**Run 1: routed metal, one color a layer**

Drawn at 6 px/um.
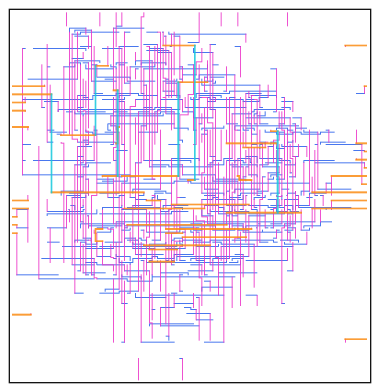
**Run 1: ports around the boundary**

Drawn at 4 px/um. Pins as bars across the die edge, other pins in gray.
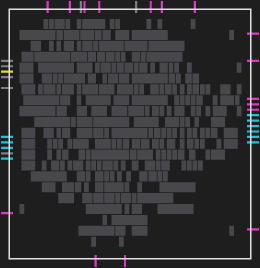
**Run 1: track usage over the die**

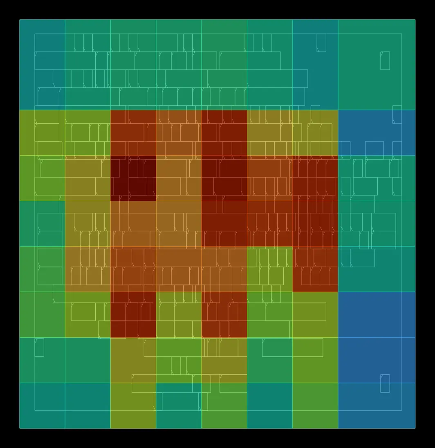
File: config.mk
export PLATFORM = sky130hd
export DESIGN_NAME = gen_step_ctrl_flat
export DESIGN_NICKNAME = d
export VERILOG_FILES = /design/src/rtl/gol_pkg.sv /design/src/rtl/gen_step_ctrl_if.sv /design/src/rtl/gen_step_ctrl_edge_det.sv /design/src/rtl/gen_step_ctrl.sv /design/src/flat_wrapper.sv
export SDC_FILE = /design/constraint.sdc
export NUM_CORES = 1
export LEC_CHECK = 0
export ABC_AREA = 1
export CORE_AREA = 2 2 58 60
export DETAILED_ROUTE_END_ITERATION = 7
export DIE_AREA = 0 0 60 62
export PLACE_DENSITY = 0.8
export SETUP_SLACK_MARGIN = 0.15
export SYNTH_ARGS = -nofsm -noshare
export SYNTH_HDL_FRONTEND = slang
export SYNTH_SLANG_ARGS = --single-unit
File: constraint.sdc
create_clock -name clk -period 1.4 [get_ports clk]
set_input_delay 0.28 -clock clk [delete_from_list [all_inputs] [get_ports clk]]
set_output_delay 0.28 -clock clk [all_outputs]
set_load 0.005 [all_outputs]
File: src/rtl/gol_pkg.sv
// Shared definitions for the generation step controller: FSM state
// encoding and default widths for the period and generation counter.
package gol_pkg;

  localparam int PERIOD_W_DEF = 10;
  localparam int GEN_W_DEF    = 16;

  typedef enum logic [1:0] {
    IDLE  = 2'd0,
    COUNT = 2'd1,
    REQ   = 2'd2
  } state_t;

endpackage

File: src/rtl/gen_step_ctrl_if.sv
// Control/handshake bundle between the timing source, the user controls,
// the life engine and the step controller.
// master: the step controller; slave: the surrounding system.
interface gen_step_ctrl_if #(
  parameter int PERIOD_W = gol_pkg::PERIOD_W_DEF,
  parameter int GEN_W    = gol_pkg::GEN_W_DEF
) ();

  logic                tick_in;
  logic                run_en;
  logic                step_btn;
  logic [PERIOD_W-1:0] period;
  logic                step_req;
  logic                step_ack;
  logic                busy;
  logic [GEN_W-1:0]    gen_count;

  modport master (
    input  tick_in, run_en, step_btn, period, step_ack,
    output step_req, busy, gen_count
  );

  modport slave (
    output tick_in, run_en, step_btn, period, step_ack,
    input  step_req, busy, gen_count
  );

endinterface

File: src/rtl/gen_step_ctrl_edge_det.sv
// Single-flop edge detector. ANY_EDGE=1 pulses on either transition of d,
// ANY_EDGE=0 pulses on rising transitions only. The pulse is combinational
// and lasts the one clk cycle in which d differs from its delayed copy.
module edge_det #(
  parameter bit ANY_EDGE = 1'b0
) (
  input  logic clk,
  input  logic rst_n,
  input  logic d,
  output logic pulse
);

  logic q;

  // Delay d by one clk so the current and previous levels can be compared.
  // NOTE: sequential state is updated with <= so every flop samples the
  // pre-edge value of its inputs, independent of statement order.
  always_ff @(posedge clk or negedge rst_n) begin
    if (!rst_n) q <= 1'b0;
    else        q <= d;
  end

  assign pulse = ANY_EDGE ? (d ^ q) : (d & ~q);

endmodule

File: src/rtl/gen_step_ctrl.sv
// Generation step controller for the life engine. Converts millisecond
// tick toggles into periodic step requests while running, or issues a
// single step per button press while stopped, and tracks completed
// generations.
// Optional feature: define GEN_STEP_COUNT_EN to build the gen_count
// register; otherwise gen_count is tied to zero.
module gen_step_ctrl
  import gol_pkg::*;
#(
  parameter int PERIOD_W = PERIOD_W_DEF,
  parameter int GEN_W    = GEN_W_DEF
) (
  input logic              clk,
  input logic              rst_n,
  gen_step_ctrl_if.master  bus
);

  state_t              state;
  logic [PERIOD_W-1:0] cnt;
  logic [PERIOD_W-1:0] reload;
  logic                step_req_q;
  logic                busy_q;
  logic                ms_evt;
  logic                step_evt;
  logic                handshake_done;

  // Every tick_in transition is one millisecond.
  edge_det #(.ANY_EDGE(1'b1)) u_tick_det (
    .clk   (clk),
    .rst_n (rst_n),
    .d     (bus.tick_in),
    .pulse (ms_evt)
  );

  // A press of the step button is its rising edge.
  edge_det #(.ANY_EDGE(1'b0)) u_step_det (
    .clk   (clk),
    .rst_n (rst_n),
    .d     (bus.step_btn),
    .pulse (step_evt)
  );

  // A period of zero behaves as one ms per generation.
  assign reload = (bus.period == '0) ? PERIOD_W'(1) : bus.period;

  assign handshake_done = (state == REQ) && bus.step_ack;

  // Step sequencer: outputs are registered alongside the state so step_req
  // and busy change exactly on the edge that enters or leaves a state.
  always_ff @(posedge clk or negedge rst_n) begin
    if (!rst_n) begin
      state      <= IDLE;
      cnt        <= '0;
      step_req_q <= 1'b0;
      busy_q     <= 1'b0;
    end else begin
      case (state)
        IDLE: begin
          if (step_evt) begin
            state      <= REQ;
            step_req_q <= 1'b1;
            busy_q     <= 1'b1;
          end else if (bus.run_en) begin
            state  <= COUNT;
            cnt    <= reload;
            busy_q <= 1'b1;
          end
        end
        COUNT: begin
          // Stopping wins over a coincident ms event; step presses are
          // ignored while free-running.
          if (!bus.run_en) begin
            state  <= IDLE;
            cnt    <= '0;
            busy_q <= 1'b0;
          end else if (ms_evt) begin
            if (cnt <= PERIOD_W'(1)) begin
              state      <= REQ;
              step_req_q <= 1'b1;
            end else begin
              cnt <= cnt - PERIOD_W'(1);
            end
          end
        end
        REQ: begin
          // ms and step events arriving here are dropped, not queued.
          if (bus.step_ack) begin
            step_req_q <= 1'b0;
            if (bus.run_en) begin
              state <= COUNT;
              cnt   <= reload;
            end else begin
              state  <= IDLE;
              busy_q <= 1'b0;
            end
          end
        end
        default: begin
          state      <= IDLE;
          cnt        <= '0;
          step_req_q <= 1'b0;
          busy_q     <= 1'b0;
        end
      endcase
    end
  end

  assign bus.step_req = step_req_q;
  assign bus.busy     = busy_q;

`ifdef GEN_STEP_COUNT_EN
  logic [GEN_W-1:0] gen_q;

  // Completed generations; wraps silently at the top of the range.
  always_ff @(posedge clk or negedge rst_n) begin
    if (!rst_n)              gen_q <= '0;
    else if (handshake_done) gen_q <= gen_q + GEN_W'(1);
  end

  assign bus.gen_count = gen_q;
`else
  logic unused_done;
  assign unused_done   = handshake_done;
  assign bus.gen_count = {GEN_W{1'b0}};
`endif

endmodule

File: src/flat_wrapper.sv
// flat-port wrapper written by rule: the top's interface ports become plain ports
module gen_step_ctrl_flat import gol_pkg::*;
#(
  parameter int PERIOD_W = PERIOD_W_DEF,
  parameter int GEN_W    = GEN_W_DEF
)
  (clk, rst_n, bus_tick_in, bus_run_en, bus_step_btn, bus_period, bus_step_ack, bus_step_req, bus_busy, bus_gen_count);
  gen_step_ctrl_if #(.PERIOD_W(PERIOD_W), .GEN_W(GEN_W)) bus_i ();
  input logic clk;
  input logic rst_n;
  input wire logic [$bits(bus_i.tick_in)-1:0] bus_tick_in;
  input wire logic [$bits(bus_i.run_en)-1:0] bus_run_en;
  input wire logic [$bits(bus_i.step_btn)-1:0] bus_step_btn;
  input wire logic [$bits(bus_i.period)-1:0] bus_period;
  input wire logic [$bits(bus_i.step_ack)-1:0] bus_step_ack;
  output wire logic [$bits(bus_i.step_req)-1:0] bus_step_req;
  output wire logic [$bits(bus_i.busy)-1:0] bus_busy;
  output wire logic [$bits(bus_i.gen_count)-1:0] bus_gen_count;
  assign bus_i.tick_in = bus_tick_in;
  assign bus_i.run_en = bus_run_en;
  assign bus_i.step_btn = bus_step_btn;
  assign bus_i.period = bus_period;
  assign bus_i.step_ack = bus_step_ack;
  assign bus_step_req = bus_i.step_req;
  assign bus_busy = bus_i.busy;
  assign bus_gen_count = bus_i.gen_count;
  gen_step_ctrl #(.PERIOD_W(PERIOD_W), .GEN_W(GEN_W)) u_core (.clk(clk), .rst_n(rst_n), .bus(bus_i));
endmodule
==> impl_metrics.toml <==
# synthesis and place-and-route metrics
[timing]
post-route-period-util = 1.07
report.final.setup_viol = 13
postLayoutSetupSlackWorst_ns = -0.100

[setup_path]
endpoint_kind = "flip-flop"
crit_path_cell_trace = "inv_2 -> ha_4 -> inv_2 -> nand2_4 -> nand3_4 -> buf_6 -> o21ai_4 -> nand2_4 -> nand2_2 -> o21ai_2"
critPathLaunchType = "flip-flop"

[detailed_routing]
number_of_iterations_in_the_first_detailed_routing_pass = 4
drc = 0

[cts]
numCtsBuffers = 3
htree_levels = 1
cts_root_buf = "clkbuf_4"
clk-insertion-delay-late_ns = 0.29

[layout]
combGateArea_um2 = 992
fillers = 253

[run_status]
violations = "negative setup slack"
status = "complete, but fails checks"

[floorplan]
chip_area_mm2 = 0.00372

[logic_synthesis]
syn-mean-instance-area_um2 = 6.37
synth.top_cells.by_count = "nand2_1, inv_1, nor2_1"

[pwr]
total_power_density_per_cell_area_mw_per_mm2 = 2000
About 'routed metal, one color a layer':
- magenta: metal 2 (wire length 1950 um)
- orange: metal 3 (wire length 245 um)
- blue: metal 1 (wire length 1440 um)
- cyan: metal 4 (wire length 93.8 um)
total routing usage reported by global routing: 0.209
number of vias in the routed layout: 1434
final routed wirelength across all metal layers: 3730 um
mean routed wirelength per cell: 12.5 um

About 'ports around the boundary':
- magenta: bus_gen_count (pins 16; direction output; edge 7 top, 6 right, 2 bottom, 1 left)
- cyan: bus_period (pins 10; direction input; edge 6 right, 4 left)
- yellow: bus_run_en (pins 1; direction input; edge left)
- all pins by edge: 12 right, 11 left, 9 top, 2 bottom
total of buffers placed on input and output ports: 17
horizontal extent of the die: 60 um
height of the die: 62 um

About 'track usage over the die':
global routing met3 resource utilization: 0.0352
met1 Track Usage GR: 0.240
final core utilization: 0.619

[run 1: placed cells by master, fill, tap and decap left out, types with 2 or more instances in the layout]
cell type,count
nand3_1,14
clkbuf_4,3
nand3_4,3
clkdlybuf4s50_1,15
dfrtp_1,15
conb_1,16
inv_2,7
nor2_1,13
buf_6,6
o21ai_2,2
o21ai_4,2
nand2_4,5
o21ai_0,3
nand2_1,71
o21ai_1,2
nor2_4,6
or2_2,3
ha_4,5
buf_4,21
nor2_2,3
inv_1,13
clkinv_2,2
nand2_2,13
[run 1: sequential cells by signal, indices dropped and copies added, names as in the netlist]
name and flops:
u_core.cnt 10, u_core.u_tick_det.q 1, u_core.bus.busy 1, u_core.bus.step_req 1, u_core.u_step_det.q 1, u_core.state 2
[run 1: where the power goes]
part | switching, mW | internal [mW]
sequential | 0.194 | 0.648
clock | 0.160 | 0.158
combinational | 1.55 | 1.21
total | 1.90 | 2.02
[run 1: per-stage QoR]
step           instances  cell area [um^2]
2_1_floorplan        220              1400
3_3_place_gp         287              1650
3_5_place_dp         287              1650
4_1_cts              298              1860
5_1_grt              299              1970
6_report             299              1970
[run 1: worst register-to-register path: cells and delay by family (launching register included)]
family / cells / cell delay [ns]
adder cells (fa/ha/maj): 1 / 0.13
flip-flops: 1 / 0.46
AND/OR/NAND/NOR: 4 / 0.32
buffers and inverters: 3 / 0.26
AND-OR/OR-AND: 2 / 0.23
[run 1: cell type report]
cell class,instances,area share
timing repair buffer,44,0.200
multi-input combinational,167,0.504
tap,46,0.0293
sequential,16,0.204
timing repair inverter,1,0.00254
clock buffer,4,0.0184
inverter,21,0.0407
Power and IR drop assume default switching activity.
